File: src/rtl/instr_fetch.sv
// instr_fetch: single-outstanding instruction fetch unit.
//
// Fetches one 32-bit word at a time from instruction memory, holds it for
// decode until consumed, then computes the next pc from the branch inputs
// (PCsrc/ImmOp) or from the external redirect (flush/flush_pc).
//
// Ports:
//   clk, rst            clock and asynchronous active-high reset
//   imem_req/imem_addr  fetch request and word-aligned address
//   imem_gnt            memory accepted the request this cycle
//   imem_rvalid/rdata   read response
//   instr/instr_pc      instruction and its address presented to decode
//   instr_valid         instr/instr_pc are valid
//   instr_ready         decode consumes instr this cycle
//   PCsrc/ImmOp         taken-branch select and offset, sampled on accept
//   flush/flush_pc      external redirect, highest priority
//   misalign            one-cycle pulse when a redirect target was not word aligned
module instr_fetch #(
    parameter logic [31:0] RESET_PC = 32'h0000_0000
) (
    input  logic        clk,
    input  logic        rst,
    output logic        imem_req,
    output logic [31:0] imem_addr,
    input  logic        imem_gnt,
    input  logic        imem_rvalid,
    input  logic [31:0] imem_rdata,
    output logic [31:0] instr,
    output logic [31:0] instr_pc,
    output logic        instr_valid,
    input  logic        instr_ready,
    input  logic        PCsrc,
    input  logic [31:0] ImmOp,
    input  logic        flush,
    input  logic [31:0] flush_pc,
    output logic        misalign
);

    typedef enum logic [1:0] {
        StFetch,  // request driven, waiting for grant
        StWait,   // one request outstanding
        StFull,   // instruction held for decode
        StDrop    // discard the one in-flight response
    } state_e;

    state_e      state_q, state_d;
    logic [31:0] pc_q, pc_d;
    logic [31:0] instr_q, instr_d;
    logic [31:0] instr_pc_q, instr_pc_d;
    logic        misalign_q, misalign_d;
    logic        run_q;

    logic        req_active;
    logic        accept;
    logic        load_pc;
    logic [31:0] target;

    // run_q keeps imem_req low between reset release and the first clock edge.
    assign req_active = (state_q == StFetch) && run_q;
    assign accept     = (state_q == StFull) && instr_ready;
    assign load_pc    = flush || accept;

    // Redirect target; flush wins over the branch decision.
    always_comb begin
        target = instr_pc_q + 32'd4;
        if (flush) begin
            target = flush_pc;
        end else if (PCsrc) begin
            target = instr_pc_q + ImmOp;
        end
    end

    always_comb begin
        state_d    = state_q;
        pc_d       = pc_q;
        instr_d    = instr_q;
        instr_pc_d = instr_pc_q;
        misalign_d = 1'b0;

        if (load_pc) begin
            pc_d       = {target[31:2], 2'b00};
            misalign_d = |target[1:0];
        end

        if (flush) begin
            unique case (state_q)
                // A request granted in the flush cycle is still in flight.
                StFetch: state_d = (req_active && imem_gnt) ? StDrop : StFetch;
                StWait:  state_d = imem_rvalid ? StFetch : StDrop;
                StFull:  state_d = StFetch;
                // A response arriving with the flush retires the in-flight request.
                StDrop:  state_d = imem_rvalid ? StFetch : StDrop;
                default: state_d = StFetch;
            endcase
        end else begin
            unique case (state_q)
                StFetch: begin
                    // Any rvalid here belongs to nothing and is ignored.
                    if (req_active && imem_gnt) begin
                        state_d = StWait;
                    end
                end
                StWait: begin
                    if (imem_rvalid) begin
                        state_d    = StFull;
                        instr_d    = imem_rdata;
                        instr_pc_d = pc_q;
                    end
                end
                StFull: begin
                    if (instr_ready) begin
                        state_d = StFetch;
                    end
                end
                StDrop: begin
                    if (imem_rvalid) begin
                        state_d = StFetch;
                    end
                end
                default: state_d = StFetch;
            endcase
        end
    end

    always_ff @(posedge clk or posedge rst) begin
        if (rst) begin
            state_q    <= StFetch;
            pc_q       <= {RESET_PC[31:2], 2'b00};
            instr_q    <= 32'd0;
            instr_pc_q <= 32'd0;
            misalign_q <= 1'b0;
            run_q      <= 1'b0;
        end else begin
            state_q    <= state_d;
            pc_q       <= pc_d;
            instr_q    <= instr_d;
            instr_pc_q <= instr_pc_d;
            misalign_q <= misalign_d;
            run_q      <= 1'b1;
        end
    end

    assign imem_req    = req_active;
    assign imem_addr   = pc_q;
    assign instr       = instr_q;
    assign instr_pc    = instr_pc_q;
    assign instr_valid = (state_q == StFull);
    assign misalign    = misalign_q;

endmodule
File: config.mk
export PLATFORM = sky130hd
export DESIGN_NAME = instr_fetch
export DESIGN_NICKNAME = d
export VERILOG_FILES = /design/src/rtl/instr_fetch.sv
export SDC_FILE = /design/constraint.sdc
export NUM_CORES = 1
export LEC_CHECK = 0
export CORE_ASPECT_RATIO = 2
export CORE_UTILIZATION = 46
export CTS_CLUSTER_SIZE = 40
export DETAILED_ROUTE_END_ITERATION = 10
export HOLD_SLACK_MARGIN = 0.02
export PLACE_DENSITY = 0.82
export SLEW_MARGIN = 20
export SYNTH_ARGS = -nofsm -noshare
export SYNTH_HDL_FRONTEND = slang
export SYNTH_SLANG_ARGS = --single-unit
File: constraint.sdc
create_clock -name clk -period 3.5 [get_ports clk]
set_input_delay 0.7 -clock clk [delete_from_list [all_inputs] [get_ports clk]]
set_output_delay 0.7 -clock clk [all_outputs]
set_load 0.05 [all_outputs]
run_1/wire_density.png
(3 px per um) 16 x 32 tiles, from dark purple (low) to yellow (high), scaled to the fullest tile. Values are wire area over tile area, all layers added.
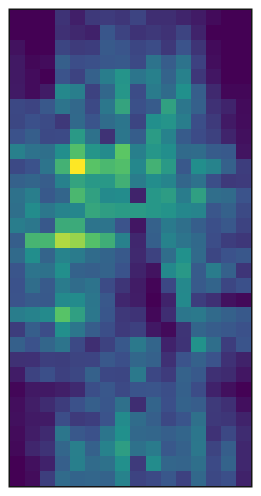
densest ninth of the die: left middle
mean over tiles: 0.22
nearly empty tiles: 5.5%

run_1/final_clocks.png
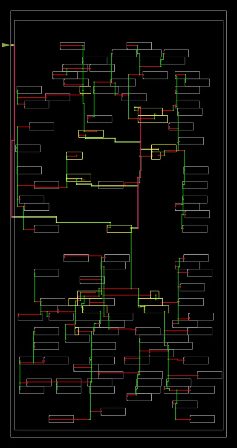
Clock Buffer Count: 10
Setup Skew: 0.00650 ns
CTS Sinks: 96
clk latency late pin: 0.34 ns

==> impl_metrics.yaml, run 1 <==
# physical design summary
layout:
  layout_top_cells: "clkdlybuf4s50_1, dfrtp_1, nand2_1"
  antenna_cells: 0
  final_common_cell: "clkdlybuf4s50_1"
  final-clk-cell-share_pct: 3.78
  nNonClkInverters: 9
  num-nets-final: 903
  sh_comb_area_pct: 37.5
  fill_cells: 892
setup_path:
  cp_top_family: "AND-OR/OR-AND gates"
  cp_max_fo: 31
  crit_buf_inv: 2
  cp.arrival_ns: 3.43
  max_stage_delay_ns: 0.45
  crit_top_cell: "o21ai_0"
die:
  die_w_um: 80.3
  dieArea_um2: 12700
  initCoreUtil_pct: 47.7
power_and_ir_drop:
  pwr-share-clk_pct: 14.1
  power.internal_mw: 3.84
logic_synthesis:
  numSynthFlops: 96
  synthTopCellsByCount: "dfrtp_1, nand2_1, mux2_2, o21ai_0, and2_1"
  ys_area_um2: 5640
  yosysTopAreaCell: "dfrtp_1"
  syn_area_um2: 5640
  synthAdderAreaFrac_pct: 6.78
  ys_types: 62
  area_leaders: "dfrtp_1, mux2_2, ha_1"
  synth_warnings: 0
  aoi_share_pct: 18.1
  syn_avg_cell_area_um2: 10.2
  async_reset_ff_share_pct: 100
final_timing:
  rsz0062_at_grt: "false"
  worst_pin_slew_ns: 0.732
  max_freq_mhz: 309
status:
  status: "finished, final reports clean"
clocking:
  cts_setup_buffers: 0
  cts_made_buffers: 9
  clk_root_buffer_cell: "clkbuf_16"
place:
  io_buffers: 197
grt:
  antenna_found_initial: 0
  grt_usage_pct: 28.6
  grt_pass1_vias: 5561
detailed_routing:
  wl_met2_mm: 9.89
  wl_met3_um: 839
run_1/cell_classes.png
(4 px per um)
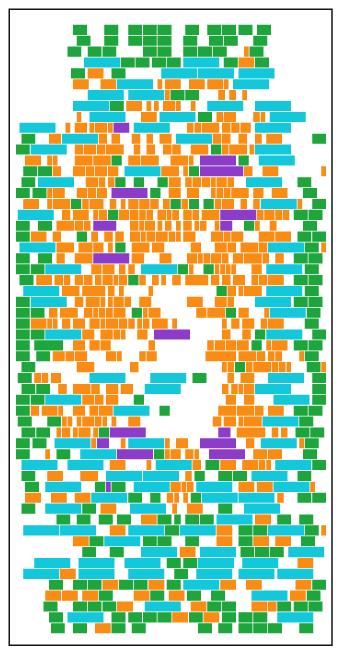
| class | colour | cells | share of their area |
|---|---|---|---|
| clock drivers and dummy loads | purple | 16 | 3.9% |
| flip-flops | cyan | 96 | 30% |
| all other logic | orange | 432 | 39% |
| other buffers and delay cells | green | 231 | 28% |
CORE AREA: 11,800 um2
Seq area share: 29.1%
Row Count: 56

run_1/drive_strength.png
(2 px per um)
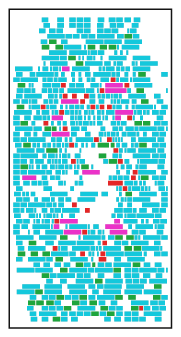
| size | colour | cells |
|---|---|---|
| drive 1 or less | cyan | 658 |
| drive 2 | green | 65 |
| drive 3 to 4 | red | 36 |
| drive 6 and up | magenta | 16 |

[run 1: through the flow]
stage          instances  hold slack (ns)  setup TNS, ns  setup WS [ns]  cell area, um2
4_1_cts              920            0.493              0          0.304            8270
6_report             920            0.486              0          0.267            8270
3_5_place_dp         904            0.475         -0.199        -0.0554            7950
3_3_place_gp         904            0.473        -0.0145        -0.0145            7950
5_1_grt              920            0.517              0         0.0821            8270
2_1_floorplan        558            0.505              0          0.295            5660
[run 1: power groups by stage]
stage	Combinational, mW	Clock (mW)	Sequential [mW]
floorplan	1.47	0	3.25
global placement	4.39	0	1.85
detailed placement	4.47	0	1.87
CTS	4.50	1.06	1.86
global route	4.74	1.10	1.91
finish	4.51	1.04	1.85
==> inputs of run 2 (changes only) <==
CORE_MARGIN = 1   (was default)
run_2/drive_strength.png
(2 px per um)
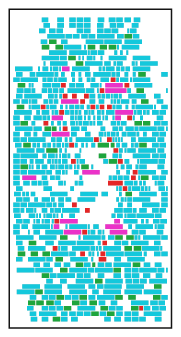
| size | colour | cells |
|---|---|---|
| drive 1 or less | cyan | 658 |
| drive 3 to 4 | red | 36 |
| drive 6 and up | magenta | 16 |
| drive 2 | green | 65 |
post-route cell area: 8270 um2
Worst Setup Slack, final: 0.267 ns
P&R area growth vs syn: 46.4%

run_2/met3.png
(3 px per um) Cells faint in the background.
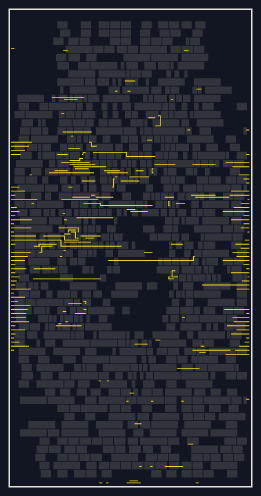
share of all routed wire: 4.8%
longest straight run: 28.3 um
nets with wire on the layer: 159
wire length on this layer: 840 um
Routed WL: 17.6 mm
vias: 5,401
M3 GR Usage: 3.95%

==> impl_metrics.yaml, run 2 <==
# physical design summary
place:
  dpl_cell_area_um2: 7950
  place_inst: 904
  io_buffers: 197
  place_ws_ns: -0.0554
layout:
  layout_top_cells: "clkdlybuf4s50_1, dfrtp_1, nand2_1"
  final_common_cell: "clkdlybuf4s50_1"
  antenna_cells: 0
  num-nets-final: 903
  drive_gt1_share_pct: 15.1
  stdcell_count: 920
die:
  dieArea_um2: 12700
  core_region_area_um2: 11800
  initCoreUtil_pct: 47.7
  die_w_um: 80.3
  row_count: 56
final_timing:
  max_freq_mhz: 309
  setup_tns_ns: 0
  worst_pin_slew_ns: 0.732
  timing.final.crit_share_pct: 92.4
  hold_viol: 0
  clock_skew_ns: 0.00650
  whs_ns: 0.486
  rsz0062_at_grt: "false"
clocking:
  clk_root_buffer_cell: "clkbuf_16"
  cts_setup_buffers: 0
  clock_latency_ns: 0.34
  cts_resized: 0
  cts_made_buffers: 9
  clock-sinks: 96
setup_path:
  crit_buf_inv: 2
  cp_max_fo: 31
  rr_startpoint: "instr_pc[22]"
  crit_top_cell: "o21ai_0"
  max_stage_delay_ns: 0.45
  ff2ff_path_depth: 8
  startpoint_type: "input pin"
  cp-end-kind: "flop"
  cp_top_family: "AND-OR/OR-AND gates"
  cp.arrival_ns: 3.43
logic_synthesis:
  simple_gate_area_share_pct: 13.0
  aoi_share_pct: 18.1
  syn_area_um2: 5640
  yosysTopAreaCell: "dfrtp_1"
  synth_warnings: 0
  ys_area_um2: 5640
  async_reset_ff_share_pct: 100
  synthTopCellsByCount: "dfrtp_1, nand2_1, mux2_2, o21ai_0, and2_1"
  ys_seq_share_pct: 42.6
  area_leaders: "dfrtp_1, mux2_2, ha_1"
  synth-xor-area-share_pct: 3.57
  numSynthFlops: 96
  ys_types: 62
  synthAdderAreaFrac_pct: 6.78
  syn_avg_cell_area_um2: 10.2
job:
  max-cap-violations: 0
detailed_routing:
  vias_per_cell: 5.87
  wl_met1_mm: 6.21
  wl_met2_mm: 9.89
  wl_met3_um: 839
grt:
  busiest_layer: "met2"
  grt_usage_pct: 28.6
  grt_pass1_vias: 5561
  grt_overflow: 0
  antenna_found_initial: 0
power_and_ir_drop:
  p_seq_mw: 1.85
  pwr-share-clk_pct: 14.1
  power_leader: "combinational cells"
  powerComb_mw: 4.51
  power.internal_mw: 3.84
  power_clock_mw: 1.04
  seqPwrFrac_pct: 25.0
status:
  status: "finished, final reports clean"
run_2/wire_density.png
(3 px per um) 16 x 32 tiles, from dark purple (low) to yellow (high), scaled to the fullest tile. Values are wire area over tile area, all layers added.
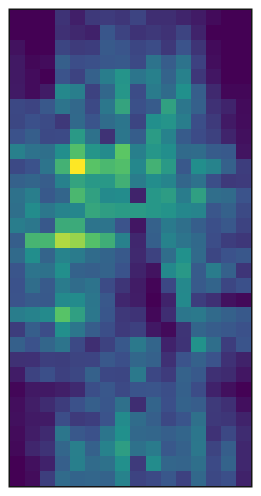
densest ninth of the die: left middle
nearly empty tiles: 5.5%
mean over tiles: 0.22
fullest tile: 0.80
tiles over half the peak: 9.0%

==> run 2: cell counts after synthesis <==
Identical to the previous run, type by type.
==> run 2: worst max-delay path by stage <==
stage,from,to,slack (ns),depth (start not counted)
floorplan,rst,imem_addr[10],0.29,1
global placement,PCsrc,imem_addr[17],-0.01,11
detailed placement,PCsrc,imem_addr[17],-0.06,11
CTS,PCsrc,imem_addr[17],0.30,11
global route,PCsrc,imem_addr[28],0.08,12
finish,PCsrc,imem_addr[29],0.27,11
==> run 2: layout make-up <==
type                            count  area, um2
Sequential cell                    96       2400
Clock inverter                      6       83.8
Tap cell                          145        181
Clock buffer                       10        229
Fill cell                         892       3580
Timing Repair Buffer              231       2230
Inverter                            9       36.3
Multi-Input combinational cell    423       3100
run_2/final_clocks.png
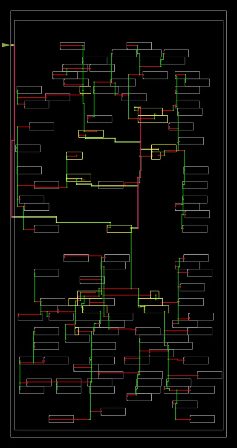

==> inputs of run 3 (changes only) <==
CELL_PAD_IN_SITES_DETAIL_PLACEMENT = 2   (was default)
CELL_PAD_IN_SITES_GLOBAL_PLACEMENT = 2   (was default)
CORE_UTILIZATION = 27   (was 46)
PLACE_DENSITY = default   (was 0.82)
PLACE_DENSITY_LB_ADDON = 0.1   (was default)
run_3/final_clocks.png
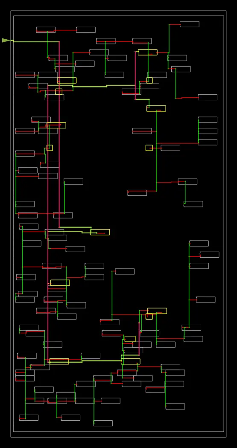
Inserted Clock Buffers: 9
num sequential: 96
clk latency late pin: 0.36 ns
Setup Skew: 0.00591 ns

run_3/drive_strength.png
(2 px per um)
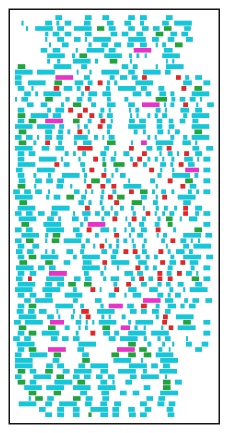
| size | colour | cells |
|---|---|---|
| drive 6 and up | magenta | 14 |
| drive 3 to 4 | red | 71 |
| drive 2 | green | 68 |
| drive 1 or less | cyan | 654 |

run_3/cell_classes.png
(3 px per um)
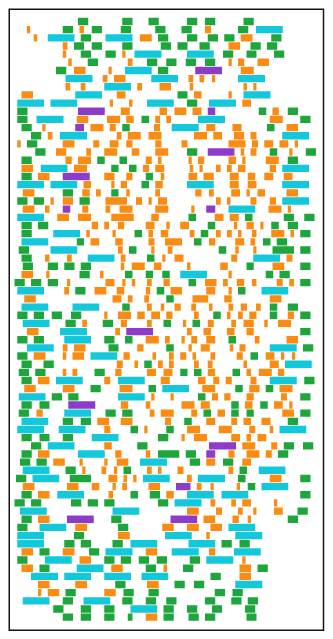
| class | colour | cells | share of their area |
|---|---|---|---|
| other buffers and delay cells | green | 264 | 30% |
| clock drivers and dummy loads | purple | 15 | 3.4% |
| all other logic | orange | 432 | 38% |
| flip-flops | cyan | 96 | 29% |
post-route cell area: 8680 um2
Layout Utilization: 42.4%
CORE AREA: 20,500 um2
Row Count: 74

==> impl_metrics.yaml, run 3 <==
# physical design summary
final_timing:
  worst_pin_slew_ns: 0.577
  setup_viol: 0
  hold_viol: 0
  rsz0062_at_grt: "false"
  max_freq_mhz: 305
  setup_tns_ns: 0
  timing.final.crit_share_pct: 93.7
  finalWorstSetupSlack_ns: 0.219
  whs_ns: 0.495
detailed_routing:
  wl_met3_um: 842
  wl_met1_mm: 7.09
  wl_mm: 22.8
  vias: 5408
  wl_met2_mm: 14.0
  first_iter_violations: 97
  vias_per_cell: 5.03
grt:
  grt_use_met3_pct: 4.13
  busiest_layer: "met2"
  grt_overflow: 0
  antenna_found_initial: 2
  grt_pass1_vias: 6404
  grt_pass1_wl_mm: 35.3
  grt_usage_pct: 21.9
logic_synthesis:
  ys_area_um2: 5640
  ys_types: 62
  numSynthFlops: 96
  synthMostInstantiatedCell: "dfrtp_1"
  synthTopCellsByCount: "dfrtp_1, nand2_1, mux2_2, o21ai_0, and2_1"
  synth_stat.cells: 555
  synth_warnings: 0
  yosysTopAreaCell: "dfrtp_1"
  async_reset_ff_share_pct: 100
  flop_cell: "dfrtp_1"
  area_leaders: "dfrtp_1, mux2_2, ha_1"
  ys_seq_share_pct: 42.6
  syn_avg_cell_area_um2: 10.2
  syn_area_um2: 5640
setup_path:
  cp-end-kind: "flop"
  cp-startpoint: "PCsrc"
  cp.arrival_ns: 3.49
  startpoint_type: "input pin"
  crit_top_cell: "a31oi_1"
  rr_startpoint: "instr_pc[3]"
  max_stage_delay_ns: 0.47
  r2r-end: "imem_addr[23]"
  endpoint: "imem_addr[22]"
  ff2ff_path_depth: 10
  cp_max_fo: 10
layout:
  area_delta_synth_final_pct: 53.8
  final_common_cell: "clkdlybuf4s50_1"
  num-nets-final: 936
  drive_gt1_share_pct: 19.0
  layout_top_cells: "clkdlybuf4s50_1, dfrtp_1, buf_4"
  comb_cells: 423
  dominant_cells: "combinational gates"
  stdcell_count: 1075
  final-clk-cell-share_pct: 3.23
  sh_comb_area_pct: 35.9
  antenna_cells: 2
  seq_area_share_pct: 27.7
  nNonClkInverters: 9
  fill_cells: 2229
  buffers: 264
  n_clock_buffer: 10
  logic_area_um2: 3110
  ff_latch_area_um2: 2400
  nonClkBufAreaFrac_pct: 28.9
status:
  status: "finished, final reports clean"
die:
  die_w_um: 104
  dieArea_um2: 21500
  initCoreUtil_pct: 27.6
  nWellTaps: 266
  ios: 202
power_and_ir_drop:
  power_clock_mw: 0.987
  pwr-share-clk_pct: 12.9
  p_seq_mw: 1.87
  powerComb_mw: 4.79
  power_leader: "combinational cells"
  power.internal_mw: 3.94
  seqPwrFrac_pct: 24.4
clocking:
  cts_resized: 0
  clk_root_buffer_cell: "clkbuf_16"
  clock-sinks: 96
  cts_setup_buffers: 0
job:
  max-cap-violations: 0
place:
  place_inst: 1058
  dpl_cell_area_um2: 8380
  io_buffers: 197
  place_ws_ns: -0.297
## run 3: cell types whose count changed in the layout (fill, tap and decap cells not counted), moves of 2 or more
cell | previous run | this run
buf_12 | 1 | 3
diode_2 | 0 | 2
clkinv_4 | 0 | 2
inv_6 | 3 | 1
buf_4 | 33 | 64
clkinvlp_4 | 0 | 2
## run 3: worst max-delay path, delay by kind of cell
| family | cells | cell delay (ns) |
|---|---|---|
| simple gates | 2 | 0.43 |
| buf+inv | 2 | 0.68 |
| fa+ha+maj | 1 | 0.33 |
| xor+xnor | 1 | 0.20 |
| compound gates | 5 | 1.15 |
## run 3: logic make-up after synthesis
family          synth area share, %
xor+xnor                       3.57
buf+inv                        2.88
flops                          42.6
mux                            12.9
compound gates                 18.1
simple gates                   13.0
fa+ha+maj                      6.78
other cells                   0.133
Power is estimated from default activity; no workload was simulated.
